==> images/metal_stack.png <==
Bar = 20 µm.
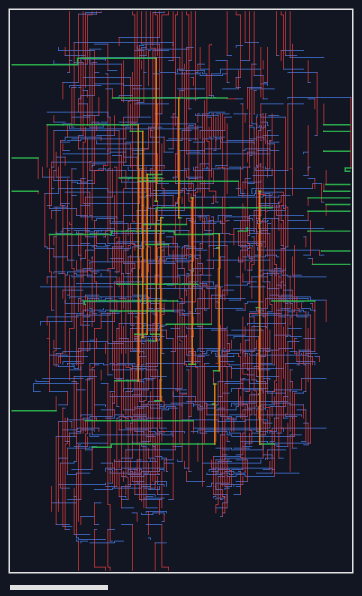
==> images/port_nets.png <==
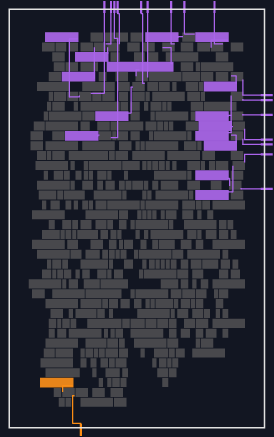
## src/rtl/hmmm_pkg.sv

```systemverilog
// Shared types and widths for the hmmm program loader.
package hmmm_pkg;

    localparam int HMMM_WORD_W = 16;
    localparam int HMMM_ADDR_W = 8;

    typedef enum logic [3:0] {
        S_IDLE,
        S_HDR,
        S_HI,
        S_LO,
        S_WADDR,
        S_WDATA,
        S_CSUM,
        S_BOOT,
        S_RUN,
        S_ERR
    } loader_state_t;

endpackage

```

## src/rtl/hmmm_byte_assembler.sv

```systemverilog
// Captures hi/lo stream bytes into a 16-bit word and keeps the running XOR
// checksum over the count byte and all payload bytes.
module hmmm_byte_assembler
    import hmmm_pkg::*;
(
    input  logic                   clk,
    input  logic                   rst_n,
    input  logic                   i_clr,
    input  logic                   i_ld_hdr,
    input  logic                   i_ld_hi,
    input  logic                   i_ld_lo,
    input  logic [7:0]             i_byte,
    output logic [HMMM_WORD_W-1:0] o_word,
    output logic [7:0]             o_csum
);

    logic [7:0] r_hi;
    logic [7:0] r_lo;
    logic [7:0] r_csum;

    always_ff @(posedge clk or negedge rst_n) begin
        if (!rst_n) begin
            r_hi   <= 8'h00;
            r_lo   <= 8'h00;
            r_csum <= 8'h00;
        end else if (i_clr) begin
            r_hi   <= 8'h00;
            r_lo   <= 8'h00;
            r_csum <= 8'h00;
        end else begin
            // The count byte seeds the checksum; payload bytes fold in.
            if (i_ld_hdr) r_csum <= i_byte;
            if (i_ld_hi) begin
                r_hi   <= i_byte;
                r_csum <= r_csum ^ i_byte;
            end
            if (i_ld_lo) begin
                r_lo   <= i_byte;
                r_csum <= r_csum ^ i_byte;
            end
        end
    end

    assign o_word = {r_hi, r_lo};
    assign o_csum = r_csum;

endmodule

```

## src/rtl/hmmm_loader.sv

```systemverilog
// Program-load front end for the hmmm core: parses a counted, checksummed
// byte stream, replays words as addr/data strobe pairs, then boots the core.
module hmmm_loader
    import hmmm_pkg::*;
#(
    parameter int MAX_WORDS  = 255,
    parameter int RST_CYCLES = 2
) (
    input  logic        clk,
    input  logic        rst_n,
    input  logic        start,
    input  logic [7:0]  byte_in,
    input  logic        byte_valid,
    output logic        byte_ready,
    input  logic [15:0] run_in,
    output logic        core_rst,
    output logic        pgrm_addr,
    output logic        pgrm_data,
    output logic [15:0] core_in,
    output logic        loading,
    output logic        done,
    output logic        err
);

    localparam int              BW        = (RST_CYCLES > 1) ? $clog2(RST_CYCLES) : 1;
    localparam logic [7:0]      MAX_N     = 8'(MAX_WORDS);
    localparam logic [BW-1:0]   BOOT_LAST = BW'(RST_CYCLES - 1);

    loader_state_t           r_state;
    loader_state_t           w_next;
    logic [HMMM_ADDR_W-1:0]  r_count;
    logic [HMMM_ADDR_W-1:0]  r_addr;
    logic [BW-1:0]           r_boot;

    logic                    r_byte_ready;
    logic                    r_core_rst;
    logic                    r_pgrm_addr;
    logic                    r_pgrm_data;
    logic [HMMM_WORD_W-1:0]  r_core_in;
    logic                    r_loading;
    logic                    r_done;
    logic                    r_err;

    logic                    w_xfer;
    logic [HMMM_WORD_W-1:0]  w_word;
    logic [7:0]              w_csum;

    assign w_xfer = byte_valid & r_byte_ready;

    hmmm_byte_assembler u_asm (
        .clk      (clk),
        .rst_n    (rst_n),
        .i_clr    ((w_next == S_HDR) && (r_state != S_HDR)),
        .i_ld_hdr ((r_state == S_HDR) && w_xfer),
        .i_ld_hi  ((r_state == S_HI) && w_xfer),
        .i_ld_lo  ((r_state == S_LO) && w_xfer),
        .i_byte   (byte_in),
        .o_word   (w_word),
        .o_csum   (w_csum)
    );

    always_comb begin
        w_next = r_state;
        case (r_state)
            S_IDLE, S_RUN, S_ERR: if (start) w_next = S_HDR;
            S_HDR:   if (w_xfer) w_next = (byte_in == 8'h00 || byte_in > MAX_N) ? S_ERR : S_HI;
            S_HI:    if (w_xfer) w_next = S_LO;
            S_LO:    if (w_xfer) w_next = S_WADDR;
            S_WADDR: w_next = S_WDATA;
            S_WDATA: w_next = (r_addr == 8'(r_count - 8'd1)) ? S_CSUM : S_HI;
            S_CSUM:  if (w_xfer) w_next = (byte_in == w_csum) ? S_BOOT : S_ERR;
            S_BOOT:  if (r_boot == BOOT_LAST) w_next = S_RUN;
            default: w_next = S_IDLE;
        endcase
    end

    // Outputs are registered from the next state so they line up with it.
    always_ff @(posedge clk or negedge rst_n) begin
        if (!rst_n) begin
            r_state      <= S_IDLE;
            r_count      <= '0;
            r_addr       <= '0;
            r_boot       <= '0;
            r_byte_ready <= 1'b0;
            r_core_rst   <= 1'b1;
            r_pgrm_addr  <= 1'b0;
            r_pgrm_data  <= 1'b0;
            r_core_in    <= '0;
            r_loading    <= 1'b0;
            r_done       <= 1'b0;
            r_err        <= 1'b0;
        end else begin
            r_state <= w_next;
            if (r_state == S_HDR && w_xfer) begin
                r_count <= byte_in;
                r_addr  <= '0;
            end
            if (r_state == S_WDATA && w_next == S_HI) r_addr <= r_addr + 8'd1;
            r_boot <= (r_state == S_BOOT) ? BW'(r_boot + 1'b1) : '0;

            r_byte_ready <= w_next inside {S_HDR, S_HI, S_LO, S_CSUM};
            r_loading    <= w_next inside {S_HDR, S_HI, S_LO, S_WADDR, S_WDATA, S_CSUM};
            r_core_rst   <= w_next inside {S_IDLE, S_BOOT, S_ERR};
            r_pgrm_addr  <= (w_next == S_WADDR);
            r_pgrm_data  <= (w_next == S_WDATA);
            r_done       <= (w_next == S_RUN);
            r_err        <= (w_next == S_ERR);
            case (w_next)
                S_WADDR: r_core_in <= {8'h00, r_addr};
                S_WDATA: r_core_in <= w_word;
                S_RUN:   r_core_in <= run_in;
                default: r_core_in <= '0;
            endcase
        end
    end

    assign byte_ready = r_byte_ready;
    assign core_rst   = r_core_rst;
    assign pgrm_addr  = r_pgrm_addr;
    assign pgrm_data  = r_pgrm_data;
    assign core_in    = r_core_in;
    assign loading    = r_loading;
    assign done       = r_done;
    assign err        = r_err;

endmodule

```

## config.mk

```make
export PLATFORM = sky130hd
export DESIGN_NAME = hmmm_loader
export DESIGN_NICKNAME = d
export VERILOG_FILES = /design/src/rtl/hmmm_pkg.sv /design/src/rtl/hmmm_byte_assembler.sv /design/src/rtl/hmmm_loader.sv
export SDC_FILE = /design/constraint.sdc
export NUM_CORES = 1
export LEC_CHECK = 0
export CAP_MARGIN = 10
export CORE_ASPECT_RATIO = 1.75
export CORE_MARGIN = 5
export CORE_UTILIZATION = 59
export CTS_CLUSTER_DIAMETER = 100
export DETAILED_ROUTE_END_ITERATION = 6
export PLACE_DENSITY = 0.85
export RECOVER_POWER = 25
export SLEW_MARGIN = 20
export SYNTH_ARGS = -nofsm -noshare
export SYNTH_HDL_FRONTEND = slang
export SYNTH_SLANG_ARGS = --single-unit
export TNS_END_PERCENT = 50
```

## constraint.sdc

```tcl
create_clock -name clk -period 3.59 [get_ports clk]
set_input_delay 0.718 -clock clk [delete_from_list [all_inputs] [get_ports clk]]
set_output_delay 0.718 -clock clk [all_outputs]
set_load 0.01 [all_outputs]
```

==> run summary <==
The implementation run finished. The flow ran to the end, but the final reports show violations. The final reports fail on capacitance limit, slew limit. Maximum clock frequency landed at 331 MHz. Maximum count of clock buffers along a single path landed at 2. Relative contribution of combinational cells to total power landed at 41.6%. According to the cell report, the number of logic gates is 263. The launch point of the worst register-to-register path is recorded as r_state[3]. Hold analysis lists the worst path endpoint as core_in[3]. The first global-routing pass estimated 14,700 µm of wire.

Initial antenna violation count landed at 0. After synthesis, the cell types taking the most area are dfrtp_1 (45%), nand2_1 (5.9%), xor2_1 (3.5%), mux2i_1 (3.2%), o21ai_0 (3.0%). The wire-length estimate of the detail-placed layout is 6480 µm. According to the report, the first pass of detailed routing completed in 5 iterations. The report puts the hold buffer count at CTS at 0. The largest share of the power goes to combinational cells. Placeable core area landed at 0.00618 mm². The sequential power reported by the tool is 1.27 mW. Power dissipated by switching net loads landed at 1.39 mW. Warnings raised by the tools during the run amount to 26. Summing the areas of all compound-gate instances in the mapped netlist gives 18.5% of the synthesized area. Across all register-to-register paths, the minimum setup slack is 0.82 ns. The synthesis log from Yosys contains 0 warnings. The floorplan has 38 rows. Layout-stage area growth over the synthesis result landed at 19.2%.

Measured against its own limit, the worst slew margin works out to -9.28%. Multiplexer share of the synthesized area landed at 3.54%. Looking at the worst setup and hold paths, the clock pins of their registers show a slew of 0.08 ns. STA classifies the critical path endpoint as a flop. Area taken by multi-input logic gates landed at 0.00176 mm². Antenna diode count landed at 0. Combinational cells consume a total of 1.39 mW. Vertical die size landed at 115 µm. For reference, the final report shows the max-slew violation count at 69. The global route stage reports its total congestion overflow as 0. The clock network power reported by the tool is 685 µW.

Of all the cell area in the finished design, the clock network holds 4.84%. Delay of the slowest cell on the worst path landed at 0.82 ns. The most frequently used library cell after synthesis is dfrtp_1. Total of fill cells in the finished design landed at 470. By area, the class that comes first in the final layout consists of multi-input combinational cells.

Leaving out fill and tap cells, the most frequent cells in the layout are dfrtp_1 (67), nand2_1 (58), clkdlybuf4s50_1 (49). Number of well-tap cells placed landed at 80. The DRC violation total left in the routed layout is recorded as 0.

The worst setup path is of the input pin to flop kind. The top cell type by area accounts for 45.2% of the synthesized area. The fraction of cell area in multi-input combinational cells is reported as 39.9%. Clock tree synthesis inserted a total of 9 buffers. Flop count landed at 68. The OpenROAD report gives the critical path a data arrival time of 3.22 ns. The global routing stage identified its most utilized layer as met2. Looking at the clock tree report, the root buffer type is clkbuf_8. Cell area power density landed at 757 mW/mm². Counting distinct cell types in the post-synthesis netlist gives 63. Power share of the sequential group landed at 38.0%. After Yosys synthesis, and, or, nand and nor cells account for 19.9% of the synthesized area. Worst reg-to-reg path cell count landed at 7. Sequential share of the synthesized area landed at 45.9%. The CTS log lists the clock sinks for this run as 68. Cell depth of the worst hold path landed at 2. Of all nets on the critical path, the largest fanout is 24. Non-clock buffering overhead in the final layout landed at 13.2%. The slowest stage of the critical path is the nor3_4 cell. After synthesis, the most frequently instantiated cells are dfrtp_1 (67), nand2_1 (58), nor2_1 (25).

Internal cell power landed at 1.96 mW. Flip-flop count of the largest register, all copies and words added landed at 16. The post-route netlist has 13.5% of its cells at a drive strength greater than 1. Post-cts repair resize count landed at 0. TritonCTS built the clock tree. In the final run the clock tree shows a worst skew of 0.00979 ns. For reference, the final report shows the hold violation count at 0.

At the end of routability-driven placement, the weighted congestion stood at 0.874. Met1 demand-to-capacity share in global routing landed at 25.1%. Number of antenna-violating nets in the routed design landed at 0.

The kind of cell with the highest combined delay along the critical path is simple AND/OR/NAND/NOR gates. Final period utilization landed at 84.2%. OpenSTA lists the critical path endpoint as u_asm.o_csum[0]. Critical path depth in cells landed at 7. Of the total standard cell area in the layout, the sequential portion is 38.5%.

The routed design shows a via density per instance of 5.92. Setup repair after global routing left no endpoint under its margin. Maximum ir drop on the vdd rail landed at 0.000653 V. In the synthesized netlist, the number of instances is 372. Switching power share of the total landed at 41.5%. The final report lists the setup-violating endpoint count as 0. Max-cap violations in this run came to 1. Clock buffer instance count of the final layout landed at 9.

For met2 alone, demand over resource in global routing was 43.4%. Time the final worst path needs with I/O delays and setup landed at 3.02 ns. Utilization of the core after routing landed at 71.6%. The share of the core area taken by cells at floorplan is 60.0%. Total setup buffers inserted after CTS landed at 0. The cell area that synthesis handed to floorplanning was 0.00371 mm². Looking at the reg2reg group, the worst path ends at u_asm.o_csum[0]. The cell sequence reported for the critical path is clkdlybuf4s50_1 > nor4_1 > nand3_1 > nand2_1 > o311ai_4 > nor3_4 > nor2_1. DRC violation total after the first TritonRoute iteration landed at 283.

Actual transition at the worst max-transition pin landed at 1.64 ns. Width of the die landed at 70.0 µm. In this run the most critical hold path is launched from u_asm.r_lo[3]. According to the hold report, the worst path is of the flop to flop type. Critical path buffer and inverter count landed at 1. Met3 capacity usage during global routing landed at 4.29%.

Proportion of power drawn by the clock network landed at 20.5%. Adder and majority cell fraction of the synthesized area landed at 0.674%. Number of cells in Yosys stat landed at 372.
About metal_stack.png:
| layer | color | wire length |
|---|---|---|
| met2 | red | 5,140 µm |
| met1 | blue | 3,200 µm |
| met4 | orange | 371 µm |
| met3 | green | 412 µm |
post-DR wirelength/cell: 18.1 µm
aggregate global-route resource usage: 23.8%
vias after detailed routing: 2,979
post-detailed-routing wire length: 9120 µm

About port_nets.png:
| port | color | bits | direction | end cells | buffers | wire |
|---|---|---|---|---|---|---|
| loading | orange | 1 | output | 1 | 1 | 15.6 µm |
| core_in | purple | 16 | output | 16 | 16 | 291 µm |
count of pins on the block boundary: 51
Buffers on Ports: 50

==> through the flow <==
step | hold slack, ns | instances | power, mW | cell area (µm²) | setup slack, ns
4_1_cts | 0.499 | 503 | 3.35 | 4430 | 0.636
6_report | 0.497 | 503 | 3.35 | 4420 | 0.567
5_1_grt | 0.518 | 503 | 3.56 | 4420 | 0.407
3_3_place_gp | 0.470 | 488 | 2.57 | 4210 | 0.301
3_5_place_dp | 0.482 | 488 | 2.66 | 4210 | 0.282
2_1_floorplan | 0.422 | 372 | 2.34 | 3710 | 1.33
==> layer usage <==
metal	wire length (µm)	vias to the layer above
met2	5140	75
met3	411	26
met1	3200	1470
met5	0	-
met4	370	0
li1	-	1408
Power figures rest on the tool's default switching activity, not on a simulated workload.
